$ cat src/rtl/cci_test_csr_pkg.sv
// cci_test_csr_pkg: shared types and word-address map
// for the CCI test CSR manager.
package cci_test_csr_pkg;

  typedef logic [8:0]  t_mmio_tid;
  typedef logic [15:0] t_mmio_addr;

  localparam t_mmio_addr DFH_WORD      = 16'h0000;
  localparam t_mmio_addr AFU_ID_L_WORD = 16'h0002;
  localparam t_mmio_addr AFU_ID_H_WORD = 16'h0004;
  localparam t_mmio_addr SCRATCH_WORD  = 16'h0006;

  localparam int NUM_CSRS = 8;

  typedef struct packed {
    logic        en;
    logic [63:0] data;
  } t_cpu_wr_csr;

  typedef struct packed {
    logic [63:0] data;
  } t_cpu_rd_csr;

endpackage

$ cat src/rtl/cci_test_csr_if.sv
// test_csrs: bundle between the CSR manager and the
// test engine (write strobes out, live values back).
interface test_csrs;
  import cci_test_csr_pkg::*;

  t_cpu_wr_csr cpu_wr_csrs [0:NUM_CSRS-1];
  t_cpu_rd_csr cpu_rd_csrs [0:NUM_CSRS-1];

  modport csr (
    output cpu_wr_csrs,
    input  cpu_rd_csrs
  );

endinterface

$ cat src/rtl/cci_test_csr_rd_pipe.sv
// cci_test_csr_rd_pipe: two-stage MMIO read path.
// Stage 1 holds the request, stage 2 the muxed data.
module cci_test_csr_rd_pipe
  import cci_test_csr_pkg::*;
#(
  parameter logic [63:0] AFU_DFH       = 64'h0,
  parameter logic [63:0] AFU_ID_L      = 64'h0,
  parameter logic [63:0] AFU_ID_H      = 64'h0,
  parameter t_mmio_addr  CSR_BASE_WORD = 16'h0040,
  parameter bit          SCRATCH_EN    = 1'b0
) (
  input  logic        clk,
  input  logic        reset,
  input  logic        rd_valid,
  input  t_mmio_addr  rd_addr,
  input  t_mmio_tid   rd_tid,
  input  logic        rd_len64,
  input  logic [63:0] csr_data [0:NUM_CSRS-1],
  input  logic [63:0] scratch,
  output logic        rsp_valid,
  output t_mmio_tid   rsp_tid,
  output logic [63:0] rsp_data
);

  logic       s1_valid;
  t_mmio_addr s1_addr;
  t_mmio_tid  s1_tid;
  logic       s1_len64;

  t_mmio_addr  ev_addr;
  t_mmio_addr  csr_off;
  logic        csr_hit;
  logic        scr_hit;
  logic [63:0] qword;
  logic [63:0] rd_mux;

  // Stage 1: capture the request.
  always_ff @(posedge clk or posedge reset) begin
    if (reset) begin
      s1_valid <= 1'b0;
      s1_addr  <= '0;
      s1_tid   <= '0;
      s1_len64 <= 1'b0;
    end else begin
      s1_valid <= rd_valid;
      s1_addr  <= rd_addr;
      s1_tid   <= rd_tid;
      s1_len64 <= rd_len64;
    end
  end

  // Decode the 64-bit word and pick the requested size.
  always_comb begin
    ev_addr = {s1_addr[15:1], 1'b0};
    csr_off = ev_addr - CSR_BASE_WORD;
    csr_hit = (csr_off[15:4] == '0);
    scr_hit = SCRATCH_EN && (ev_addr == SCRATCH_WORD);
    qword   = '0;
    unique case (1'b1)
      (ev_addr == DFH_WORD):      qword = AFU_DFH;
      (ev_addr == AFU_ID_L_WORD): qword = AFU_ID_L;
      (ev_addr == AFU_ID_H_WORD): qword = AFU_ID_H;
      scr_hit:                    qword = scratch;
      csr_hit:  qword = csr_data[csr_off[3:1]];
      default:                    qword = '0;
    endcase
    if (s1_len64) begin
      rd_mux = s1_addr[0] ? 64'h0 : qword;
    end else begin
      rd_mux = {32'h0, s1_addr[0] ? qword[63:32]
                                  : qword[31:0]};
    end
  end

  // Stage 2: register the response.
  always_ff @(posedge clk or posedge reset) begin
    if (reset) begin
      rsp_valid <= 1'b0;
      rsp_tid   <= '0;
      rsp_data  <= '0;
    end else begin
      rsp_valid <= s1_valid;
      if (s1_valid) begin
        rsp_tid  <= s1_tid;
        rsp_data <= rd_mux;
      end
    end
  end

endmodule

$ cat src/rtl/cci_test_csr_mgr.sv
// cci_test_csr_mgr: MMIO front end for the test CSRs.
// CCI_TEST_CSR_SCRATCH_EN adds a scratch reg at word 6.
module cci_test_csr_mgr
  import cci_test_csr_pkg::*;
#(
  parameter logic [63:0] AFU_DFH = 64'h1000_0100_0000_0000,
  parameter logic [63:0] AFU_ID_L      = 64'h0,
  parameter logic [63:0] AFU_ID_H      = 64'h0,
  parameter t_mmio_addr  CSR_BASE_WORD = 16'h0040
) (
  input  logic        clk,
  input  logic        reset,
  input  logic        mmio_wr_valid,
  input  logic        mmio_rd_valid,
  input  t_mmio_addr  mmio_addr,
  input  logic        mmio_len64,
  input  t_mmio_tid   mmio_tid,
  input  logic [63:0] mmio_wr_data,
  output logic        mmio_rsp_valid,
  output t_mmio_tid   mmio_rsp_tid,
  output logic [63:0] mmio_rsp_data,
  test_csrs.csr       csrs
);

  t_cpu_wr_csr wr_q [0:NUM_CSRS-1];
  logic [63:0] rd_data [0:NUM_CSRS-1];
  logic [63:0] scratch;

  t_mmio_addr w_off;
  logic       wr_hit;
  logic [2:0] w_idx;

  // Only aligned 8-byte writes inside the CSR window count.
  always_comb begin
    w_off  = mmio_addr - CSR_BASE_WORD;
    wr_hit = mmio_wr_valid && mmio_len64 &&
             !mmio_addr[0] && (w_off[15:4] == '0);
    w_idx  = w_off[3:1];
  end

  // One-cycle enable pulse; data holds until rewritten.
  always_ff @(posedge clk or posedge reset) begin
    if (reset) begin
      for (int i = 0; i < NUM_CSRS; i++) begin
        wr_q[i] <= '0;
      end
    end else begin
      for (int i = 0; i < NUM_CSRS; i++) begin
        wr_q[i].en <= wr_hit && (w_idx == 3'(i));
        if (wr_hit && (w_idx == 3'(i))) begin
          wr_q[i].data <= mmio_wr_data;
        end
      end
    end
  end

  // Map the interface arrays to local ones.
  always_comb begin
    for (int i = 0; i < NUM_CSRS; i++) begin
      csrs.cpu_wr_csrs[i] = wr_q[i];
      rd_data[i] = csrs.cpu_rd_csrs[i].data;
    end
  end

`ifdef CCI_TEST_CSR_SCRATCH_EN
  localparam bit SCRATCH_EN = 1'b1;

  // Scratch register, 8-byte writes only.
  always_ff @(posedge clk or posedge reset) begin
    if (reset) begin
      scratch <= '0;
    end else if (mmio_wr_valid && mmio_len64 &&
                 mmio_addr == SCRATCH_WORD) begin
      scratch <= mmio_wr_data;
    end
  end
`else
  localparam bit SCRATCH_EN = 1'b0;

  assign scratch = '0;
`endif

  cci_test_csr_rd_pipe #(
    .AFU_DFH       (AFU_DFH),
    .AFU_ID_L      (AFU_ID_L),
    .AFU_ID_H      (AFU_ID_H),
    .CSR_BASE_WORD (CSR_BASE_WORD),
    .SCRATCH_EN    (SCRATCH_EN)
  ) u_rd_pipe (
    .clk       (clk),
    .reset     (reset),
    .rd_valid  (mmio_rd_valid),
    .rd_addr   (mmio_addr),
    .rd_tid    (mmio_tid),
    .rd_len64  (mmio_len64),
    .csr_data  (rd_data),
    .scratch   (scratch),
    .rsp_valid (mmio_rsp_valid),
    .rsp_tid   (mmio_rsp_tid),
    .rsp_data  (mmio_rsp_data)
  );

endmodule

$ cat src/flat_wrapper.sv
// flat-port wrapper written by rule: the top's interface ports become plain ports
module cci_test_csr_mgr_flat import cci_test_csr_pkg::*;
#(
  parameter logic [63:0] AFU_DFH = 64'h1000_0100_0000_0000,
  parameter logic [63:0] AFU_ID_L      = 64'h0,
  parameter logic [63:0] AFU_ID_H      = 64'h0,
  parameter t_mmio_addr  CSR_BASE_WORD = 16'h0040
)
  (clk, reset, mmio_wr_valid, mmio_rd_valid, mmio_addr, mmio_len64, mmio_tid, mmio_wr_data, mmio_rsp_valid, mmio_rsp_tid, mmio_rsp_data, csrs_cpu_wr_csrs, csrs_cpu_rd_csrs);
  test_csrs csrs_i ();
  input  logic clk;
  input  logic reset;
  input  logic mmio_wr_valid;
  input  logic mmio_rd_valid;
  input  t_mmio_addr mmio_addr;
  input  logic mmio_len64;
  input  t_mmio_tid mmio_tid;
  input  logic [63:0] mmio_wr_data;
  output logic mmio_rsp_valid;
  output t_mmio_tid mmio_rsp_tid;
  output logic [63:0] mmio_rsp_data;
  output wire logic [$bits(csrs_i.cpu_wr_csrs)-1:0] csrs_cpu_wr_csrs;
  input wire logic [$bits(csrs_i.cpu_rd_csrs)-1:0] csrs_cpu_rd_csrs;
  assign csrs_cpu_wr_csrs = {>>{csrs_i.cpu_wr_csrs}};
  assign csrs_i.cpu_rd_csrs = {>>{csrs_cpu_rd_csrs}};
  cci_test_csr_mgr #(.AFU_DFH(AFU_DFH), .AFU_ID_L(AFU_ID_L), .AFU_ID_H(AFU_ID_H), .CSR_BASE_WORD(CSR_BASE_WORD)) u_core (.clk(clk), .reset(reset), .mmio_wr_valid(mmio_wr_valid), .mmio_rd_valid(mmio_rd_valid), .mmio_addr(mmio_addr), .mmio_len64(mmio_len64), .mmio_tid(mmio_tid), .mmio_wr_data(mmio_wr_data), .mmio_rsp_valid(mmio_rsp_valid), .mmio_rsp_tid(mmio_rsp_tid), .mmio_rsp_data(mmio_rsp_data), .csrs(csrs_i));
endmodule
$ cat config.mk
export PLATFORM = sky130hd
export DESIGN_NAME = cci_test_csr_mgr_flat
export DESIGN_NICKNAME = d
export VERILOG_FILES = /design/src/rtl/cci_test_csr_pkg.sv /design/src/rtl/cci_test_csr_if.sv /design/src/rtl/cci_test_csr_rd_pipe.sv /design/src/rtl/cci_test_csr_mgr.sv /design/src/flat_wrapper.sv
export SDC_FILE = /design/constraint.sdc
export NUM_CORES = 1
export LEC_CHECK = 0
export CORE_AREA = 2 2 472 474
export CTS_BUF_LIST = sky130_fd_sc_hd__clkbuf_8
export CTS_CLUSTER_DIAMETER = 40
export CTS_CLUSTER_SIZE = 16
export DETAILED_ROUTE_END_ITERATION = 10
export DIE_AREA = 0 0 474 476
export GPL_TIMING_DRIVEN = 1
export PLACE_DENSITY = 0.43
export SKIP_LAST_GASP = 1
export SYNTH_ARGS = -nofsm -noshare
export SYNTH_HDL_FRONTEND = slang
export SYNTH_HIERARCHICAL = 1
export SYNTH_SLANG_ARGS = --single-unit
$ cat constraint.sdc
create_clock -name clk -period 40.2 [get_ports clk]
set_clock_uncertainty 0.05 [all_clocks]
set_input_delay 8.04 -clock clk [delete_from_list [all_inputs] [get_ports clk]]
set_output_delay 8.04 -clock clk [all_outputs]
set_load 0.05 [all_outputs]
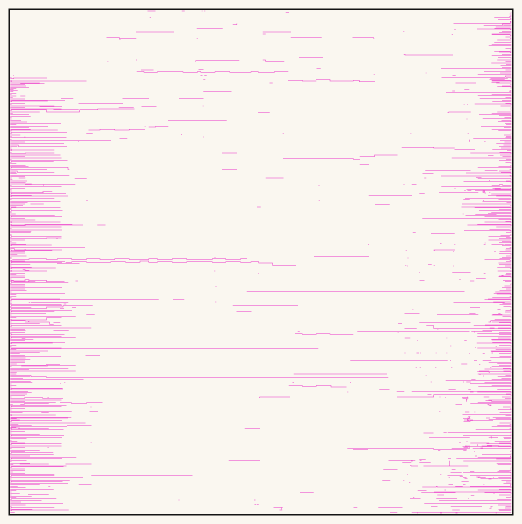
Run 1: signal wires on met3
The layer carries 18,800 um of wire. The layer holds 11% of the routed length. 771 nets have wire on it.

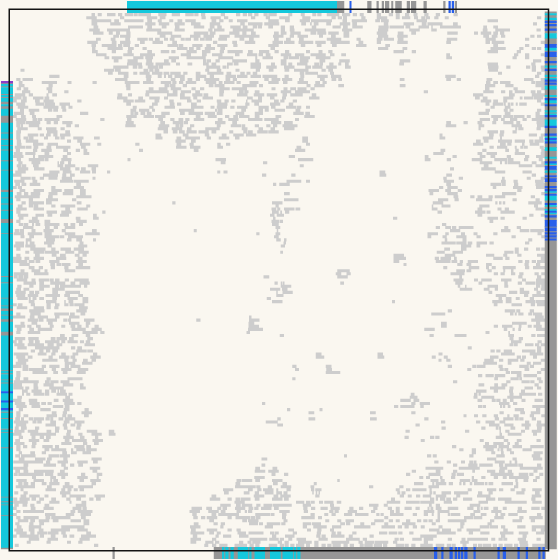
Run 1: ports around the boundary
Pins as bars across the die edge, other pins in grey.
clk: shown in purple, pins 1, direction input, edge left. csrs_cpu_wr_csrs: shown in cyan, pins 520, direction output, edge 245 left, 200 top, 40 bottom, 35 right. mmio_rsp_data: shown in blue, pins 64, direction output, edge 40 right, 18 bottom, 3 left, 3 top.
All pins by edge: 348 right, 318 bottom, 303 left, 231 top.

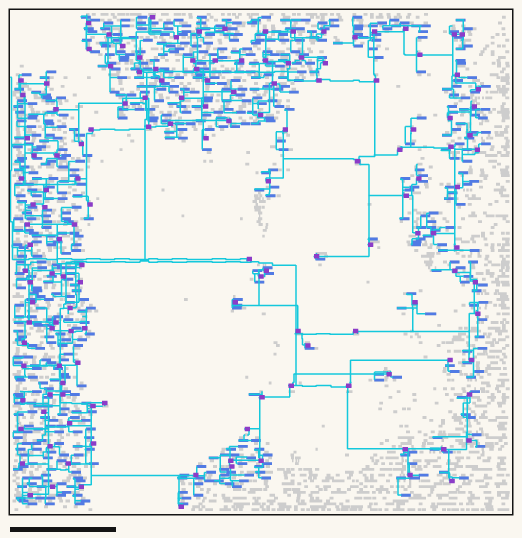
Run 1: routed clock nets over the placement
Bar = 100 um.
flip-flops: shown in blue, count 621. clock-net drivers: shown in purple, count 145. clock wires: shown in cyan, length 12,400 um.
Position of the flops: all over the die.

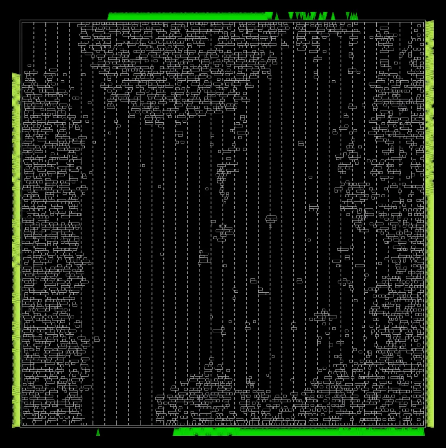
Run 1: cell placement
filler cell count: 23,900
core area: 0.221 sq mm

==> results.py, run 1 <==
# Synthesis and PnR figures
metrics = {
    "power": {
        "p_leak_nw": 19.2,
        "p_per_area_mw_per_mm2": 36.0,
        "vdd.ir_drop.worst_mv": 0.0265,
    },
    "setup_path": {
        "path_cells": "clkdlybuf4s50_1 -> nor4b_1 -> nand4_1 -> nor2_4 -> buf_4 -> buf_4 -> mux2_2",
        "startpoint": "mmio_addr[9]",
        "path_common_cell": "buf_4",
        "worstSetupStartpointType": "input port",
        "crit_fanout": 27,
        "critPathRequiredTime_ns": 40.88,
        "worstReg2RegStart": "u_core/u_rd_pipe/s1_addr[1]",
        "crit_path_max_incr_delay_ns": 1.12,
        "critPathArrivalTime_ns": 12.66,
        "critPathCaptureType": "flop",
        "slowest_stage": "nor4b_1",
        "worst-setup-path-type": "in -> reg",
    },
    "clock_tree": {
        "ctsHoldBuffers": 0,
        "cts_num_sinks": 621,
        "cts_buffers": 145,
        "clockRootBuffer": "clkbuf_8",
        "h-tree-depth": 4,
        "post_cts_resized": 0,
        "cts_tree": "done",
        "clockBufferDepth": 3,
        "postCtsSetupBuffers": 0,
        "clk_pin_slew_ns": 0.05,
        "insertion_delay_ns": 0.89,
    },
    "final_timing": {
        "fin_crit_sh_pct": 29.8,
        "setup_tns_ns": 0,
        "rsz0062_at_grt": "no",
        "period_needed_ns": 11.98,
        "slew_violations": 0,
        "worst_slew_pin_slew_ns": 1.30,
        "max_slew_margin_pct": 12.1,
        "finalHoldViolCount": 0,
        "setup_viol": 0,
        "fin_ws_ns": 28.22,
        "maxClockFrequency_mhz": 83.5,
    },
    "floorplan": {
        "boundaryPins": 1200,
        "die_h_um": 476,
        "fp_util_pct": 12.2,
        "num_rows": 173,
        "die_w_um": 474,
        "die_area_sq_mm": 0.226,
    },
    "synthesis": {
        "netlist_instances": 1629,
        "synthesis.area_sq_mm": 0.0269,
        "avgSynthCellArea_sq_um": 16.5,
        "ys_warn_count": 6,
        "syn-num-nets": 2235,
    },
    "routing": {
        "finalWirelength_mm": 176,
        "vias_per_cell": 3.51,
        "routed-wl-met2_mm": 85.7,
        "routed-wl-met3_mm": 18.8,
        "vias": 21200,
        "first_pass_iters": 5,
        "drc_errors": 0,
        "drt_iter0_markers": 1024,
        "ant_nets": 0,
        "wl_met1_mm": 61.5,
        "dr.max_layer_used": "met5",
        "wl_per_cell_um": 29.1,
    },
    "final_layout": {
        "postLayoutCellArea_sq_mm": 0.0458,
        "fin_nets": 3523,
        "layout-drive-gt1-share_pct": 32.7,
        "area_delta_synth_final_pct": 70.1,
    },
    "place": {
        "place_area_sq_mm": 0.0424,
        "gp_congestion": 0.879,
        "io_buffers": 1199,
        "dp_slack_ns": 27.10,
        "dp_hpwl_mm": 138,
    },
    "global_route": {
        "grt_overflow": 0,
        "grt_antenna_before_repair": 77,
        "grt_pass1_vias": 23100,
        "grt_max_degree": 111,
        "grt_pass1_wl_mm": 227,
        "gr-usage-all-layers_pct": 15.2,
    },
    "min_path": {
        "hold_path.class": "reg -> reg",
        "worstHoldStart": "u_core/u_rd_pipe/s1_tid[5]",
    },
    "run_status": {
        "status": "finished clean",
    },
    "job": {
        "drv_cap": 0,
        "warnings": 30,
    },
}
run 1: per-stage QoR:
step | cells | power, mW | util, % | hold WS [ns]
after floorplan | 1629 | 0.696 | - | 0.299
after global placement | 5745 | 0.812 | 19.2 | 0.407
after detailed placement | 5745 | 0.812 | 19.2 | 0.415
after CTS | 6012 | 1.69 | 20.7 | 0.429
after global routing | 6030 | 1.72 | 20.7 | 0.443
final | 6043 | 1.65 | 20.7 | 0.424
run 1: layer usage:
layer  global-route usage [%]  vias up
li1                         -     8818
met1                     15.3    10900
met2                     25.7     1132
met3                     7.47      353
met4                     8.16       42
met5                        0        -
run 1: flip-flops by register name (all words and copies together), names as in the netlist:
signal                      flops
u_core/u_rd_pipe/s1_len64       1
u_core/u_rd_pipe/s1_valid       1
u_core/u_rd_pipe/s1_addr       16
u_core/u_rd_pipe/s1_tid         9
u_core/u_rd_pipe/rsp_tid        9
u_core/csrs.cpu_wr_csrs       520
u_core/u_rd_pipe/rsp_valid      1
u_core/u_rd_pipe/rsp_data      64
run 1: final cells by class:
cell class / instances / area, sq um / area share, %
sequential: 621 / 15600 / 34.0
clock inverter: 102 / 1090 / 2.38
multi-input combinational: 898 / 10700 / 23.4
tap: 2975 / 3720 / 8.13
clock buffer: 165 / 2270 / 4.96
timing repair buffer: 1247 / 12400 / 27.0
antenna: 31 / 77.6 / 0.169
inverter: 4 / 30.0 / 0.0656
run 1: power by group:
group          internal (mW)  total [mW]  switching [mW]
Combinational         0.0837       0.166          0.0826
Clock                  0.487       0.850           0.363
Sequential             0.628       0.631         0.00332
run 1: placed cells by master, fill, tap and decap left out, types with 3 or more instances in the layout:
master and instances:
clkbuf_8 165, clkinv_4 12, mux4_2 126, clkinv_2 26, nor2b_1 32, diode_2 31, nor2_4 6, mux2i_1 32
a31oi_1 30, o2bb2ai_1 30, nand3_1 4, clkdlybuf4s50_1 1199, buf_4 48, clkinv_8 5, inv_1 15, nor4b_1 4
mux2_2 541, o21ai_1 29, bufinv_16 15, mux2_1 12, inv_6 12, nand2_1 7, nor2_1 10, dfrtp_1 618
clkinvlp_4 14, dfrtp_4 3
run 1: critical path: cells and delay by family:
family / cells / cell delay (ns)
buf+inv: 3 / 1.48
mux: 1 / 0.39
simple gates: 3 / 2.69
run 1: path summary, 6_finish.rpt:
check | endpoint | slack, ns | depth (start not counted)
worst min-delay path | u_core/u_rd_pipe/rsp_tid[5] | 0.42 | 1
worst max register to register | u_core/u_rd_pipe/rsp_data[8] | 36.05 | 6
max in group asynchronous | u_core/csrs.cpu_wr_csrs[399] | 29.87 | 4
worst min register to register | u_core/u_rd_pipe/rsp_tid[5] | 0.42 | 1
min in group asynchronous | u_core/u_rd_pipe/s1_tid[1] | 7.71 | 2
worst max-delay path | u_core/csrs.cpu_wr_csrs[149] | 28.22 | 7
==> run 1 -> run 2 <==
--- a/config.mk
+++ b/config.mk
@@ -5,14 +5,14 @@
 export SDC_FILE = /design/constraint.sdc
 export NUM_CORES = 1
 export LEC_CHECK = 0
-export CORE_AREA = 2 2 472 474
+export CORE_AREA = 2 2 464 466
 export CTS_BUF_LIST = sky130_fd_sc_hd__clkbuf_8
 export CTS_CLUSTER_DIAMETER = 40
 export CTS_CLUSTER_SIZE = 16
 export DETAILED_ROUTE_END_ITERATION = 10
-export DIE_AREA = 0 0 474 476
+export DIE_AREA = 0 0 466 468
 export GPL_TIMING_DRIVEN = 1
-export PLACE_DENSITY = 0.43
+export PLACE_DENSITY = 0.44
 export SKIP_LAST_GASP = 1
 export SYNTH_ARGS = -nofsm -noshare
 export SYNTH_HDL_FRONTEND = slang
==> constraint.sdc (replaced) <==
create_clock -name clk -period 10.9 [get_ports clk]
set_clock_uncertainty 0.05 [all_clocks]
set_input_delay 2.18 -clock clk [delete_from_list [all_inputs] [get_ports clk]]
set_output_delay 2.18 -clock clk [all_outputs]
set_load 0.05 [all_outputs]
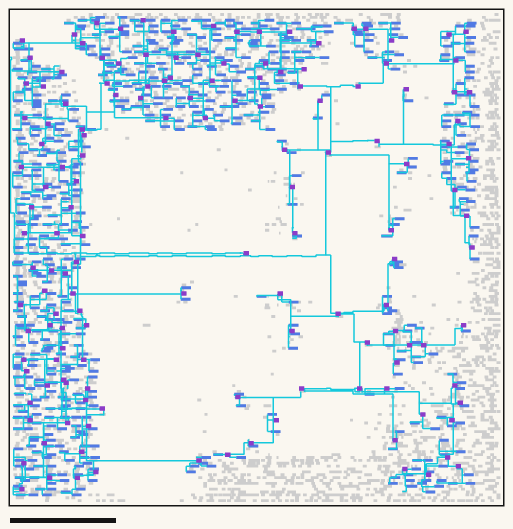
Run 2: routed clock nets over the placement
Bar = 100 um.
clk_lat worst skew: 0.88 ns
Clk network pwr share: 51.1%

==> run 2 against run 1 <==
  * Sequential power rose to 3.7 times the previous value
  * Total power rose to 3.6 times the previous value
  * Sequential share of layout area increased by 0.20 points
  * Worst hold slack gained 0.0027 ns
  * First-iteration DRC count is 12% lower
  * Core utilization grew 0.62 points
  * Non-clock buffer count shrank 12
  * Critical path depth decreased by 1
==> results.py, run 2 <==
# Synthesis and PnR figures
metrics = {
    "run_status": {
        "status": "finished clean",
    },
    "clock_tree": {
        "clk_pin_slew_ns": 0.05,
        "postCtsSetupBuffers": 0,
        "cts_num_sinks": 621,
        "post_cts_resized": 0,
        "ctsHoldBuffers": 0,
        "clockRootBuffer": "clkbuf_8",
        "cts_tree": "done",
        "cts_buffers": 145,
        "h-tree-depth": 4,
        "clockBufferDepth": 3,
    },
    "synthesis": {
        "netlist_instances": 1629,
        "synthesis.area_sq_mm": 0.0269,
        "ys_warn_count": 6,
        "syn-num-nets": 2235,
        "avgSynthCellArea_sq_um": 16.5,
    },
    "floorplan": {
        "die_area_sq_mm": 0.218,
        "num_rows": 170,
        "boundaryPins": 1200,
        "coreArea_sq_mm": 0.213,
        "fp_util_pct": 12.6,
    },
    "global_route": {
        "grt_overflow": 0,
        "grt_pass1_wl_mm": 215,
        "grt_pass1_vias": 22900,
        "gr-usage-all-layers_pct": 14.7,
        "grt_antenna_before_repair": 67,
        "grt_max_degree": 129,
    },
    "routing": {
        "wl_met1_mm": 58.6,
        "vias_per_cell": 3.56,
        "vias": 21000,
        "drt_iter0_markers": 899,
        "routed-wl-met3_mm": 19.5,
        "wl_per_cell_um": 28.0,
        "ant_nets": 0,
        "finalWirelength_mm": 165,
        "first_pass_iters": 5,
        "drc_errors": 0,
        "dr.max_layer_used": "met5",
        "routed-wl-met2_mm": 80.0,
    },
    "final_layout": {
        "lay_top_count": "clkdlybuf4s50_1",
        "area_delta_synth_final_pct": 69.1,
        "largest_register_ffs": 520,
        "lay_top_cells": "clkdlybuf4s50_1 (1,198), dfrtp_1 (618), mux2_2 (541)",
        "layoutNonFillerInstCount": 5897,
        "postLayoutCellArea_sq_mm": 0.0455,
        "fin_nets": 3511,
    },
    "setup_path": {
        "critPathRequiredTime_ns": 11.58,
        "critPathCaptureType": "flop",
        "worst-setup-path-type": "in -> reg",
        "worstSetupStartpointType": "input port",
        "crit_fanout": 44,
        "critPathArrivalTime_ns": 6.64,
        "reg2reg_depth": 5,
    },
    "place": {
        "place_area_sq_mm": 0.0422,
        "gp_congestion": 0.904,
        "dp.cells": 5596,
        "dp_hpwl_mm": 128,
    },
    "final_timing": {
        "period_needed_ns": 5.96,
        "worst_slew_pin_slew_ns": 0.997,
        "fin_crit_sh_pct": 54.7,
        "whs_ns": 0.427,
        "maxClockFrequency_mhz": 168,
        "max_slew_margin_pct": 32.2,
        "setup_viol": 0,
        "rsz0062_at_grt": "no",
        "finalHoldViolCount": 0,
        "setup_tns_ns": 0,
        "slew_violations": 0,
    },
    "min_path": {
        "hold_path.class": "reg -> reg",
        "hold_depth": 1,
    },
    "power": {
        "vdd.ir_drop.worst_mv": 0.104,
        "p_per_area_mw_per_mm2": 132,
        "p_leak_nw": 19.2,
        "totalPowerFinal_mw": 6.01,
    },
    "job": {
        "drv_cap": 0,
        "warnings": 32,
    },
}
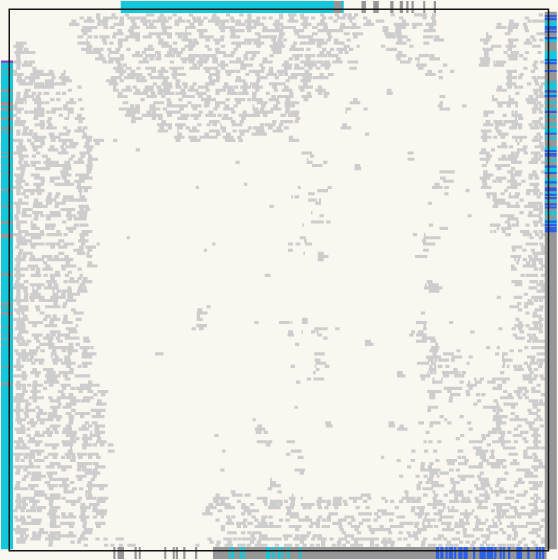
Run 2: ports around the boundary
Pins as bars across the die edge, other pins in grey.
number of port buffers: 1,199
Die Ht: 468 um
chip width: 466 um

run 2: report_power, final:
group	total, mW	internal (mW)	switching [mW]
clock	3.07	1.76	1.31
sequential	2.33	2.32	0.0132
combinational	0.607	0.307	0.301
run 2: final timing paths:
check	slack (ns)	end	startpoint
max	4.94	u_core/csrs.cpu_wr_csrs[361]	mmio_addr[11]
min in group asynchronous	1.81	u_core/u_rd_pipe/s1_tid[5]	reset
max reg2reg	7.01	u_core/u_rd_pipe/rsp_data[1]	u_core/u_rd_pipe/s1_addr[1]
min reg2reg	0.43	u_core/u_rd_pipe/rsp_tid[7]	u_core/u_rd_pipe/s1_tid[7]
min	0.43	u_core/u_rd_pipe/rsp_tid[7]	u_core/u_rd_pipe/s1_tid[7]
max in group asynchronous	6.71	u_core/csrs.cpu_wr_csrs[471]	reset
run 2: cell type report:
type	count	area, sq um
sequential	621	15600
timing repair buffer	1235	12300
antenna	40	100
clock buffer	165	2270
inverter	4	25.0
fill	22900	168000
clock inverter	96	1010
multi-input combinational	898	10700
tap	2838	3550
run 2: per-stage QoR:
stage | utilization, % | worst slack, ns
finish | 21.3 | 4.94
global route | 21.3 | 4.76
CTS | 21.3 | 4.89
detailed placement | 19.8 | 3.85
global placement | 19.8 | 3.86
floorplan | - | 1.61
run 2: worst max-delay path: stages:
cell and delay (ns):
clkdlybuf4s50_1 0.60, nor4b_1 0.90, nand4_1 0.65, nor2_4 0.95, buf_4 0.75, mux2_2 0.41
run 2: routing by layer:
layer	up-vias	global-route usage, %
li1	8798	-
met1	10800	15.2
met2	1080	24.4
met3	288	7.57
met4	32	7.13
met5	-	0
Power is estimated from default activity; no workload was simulated.
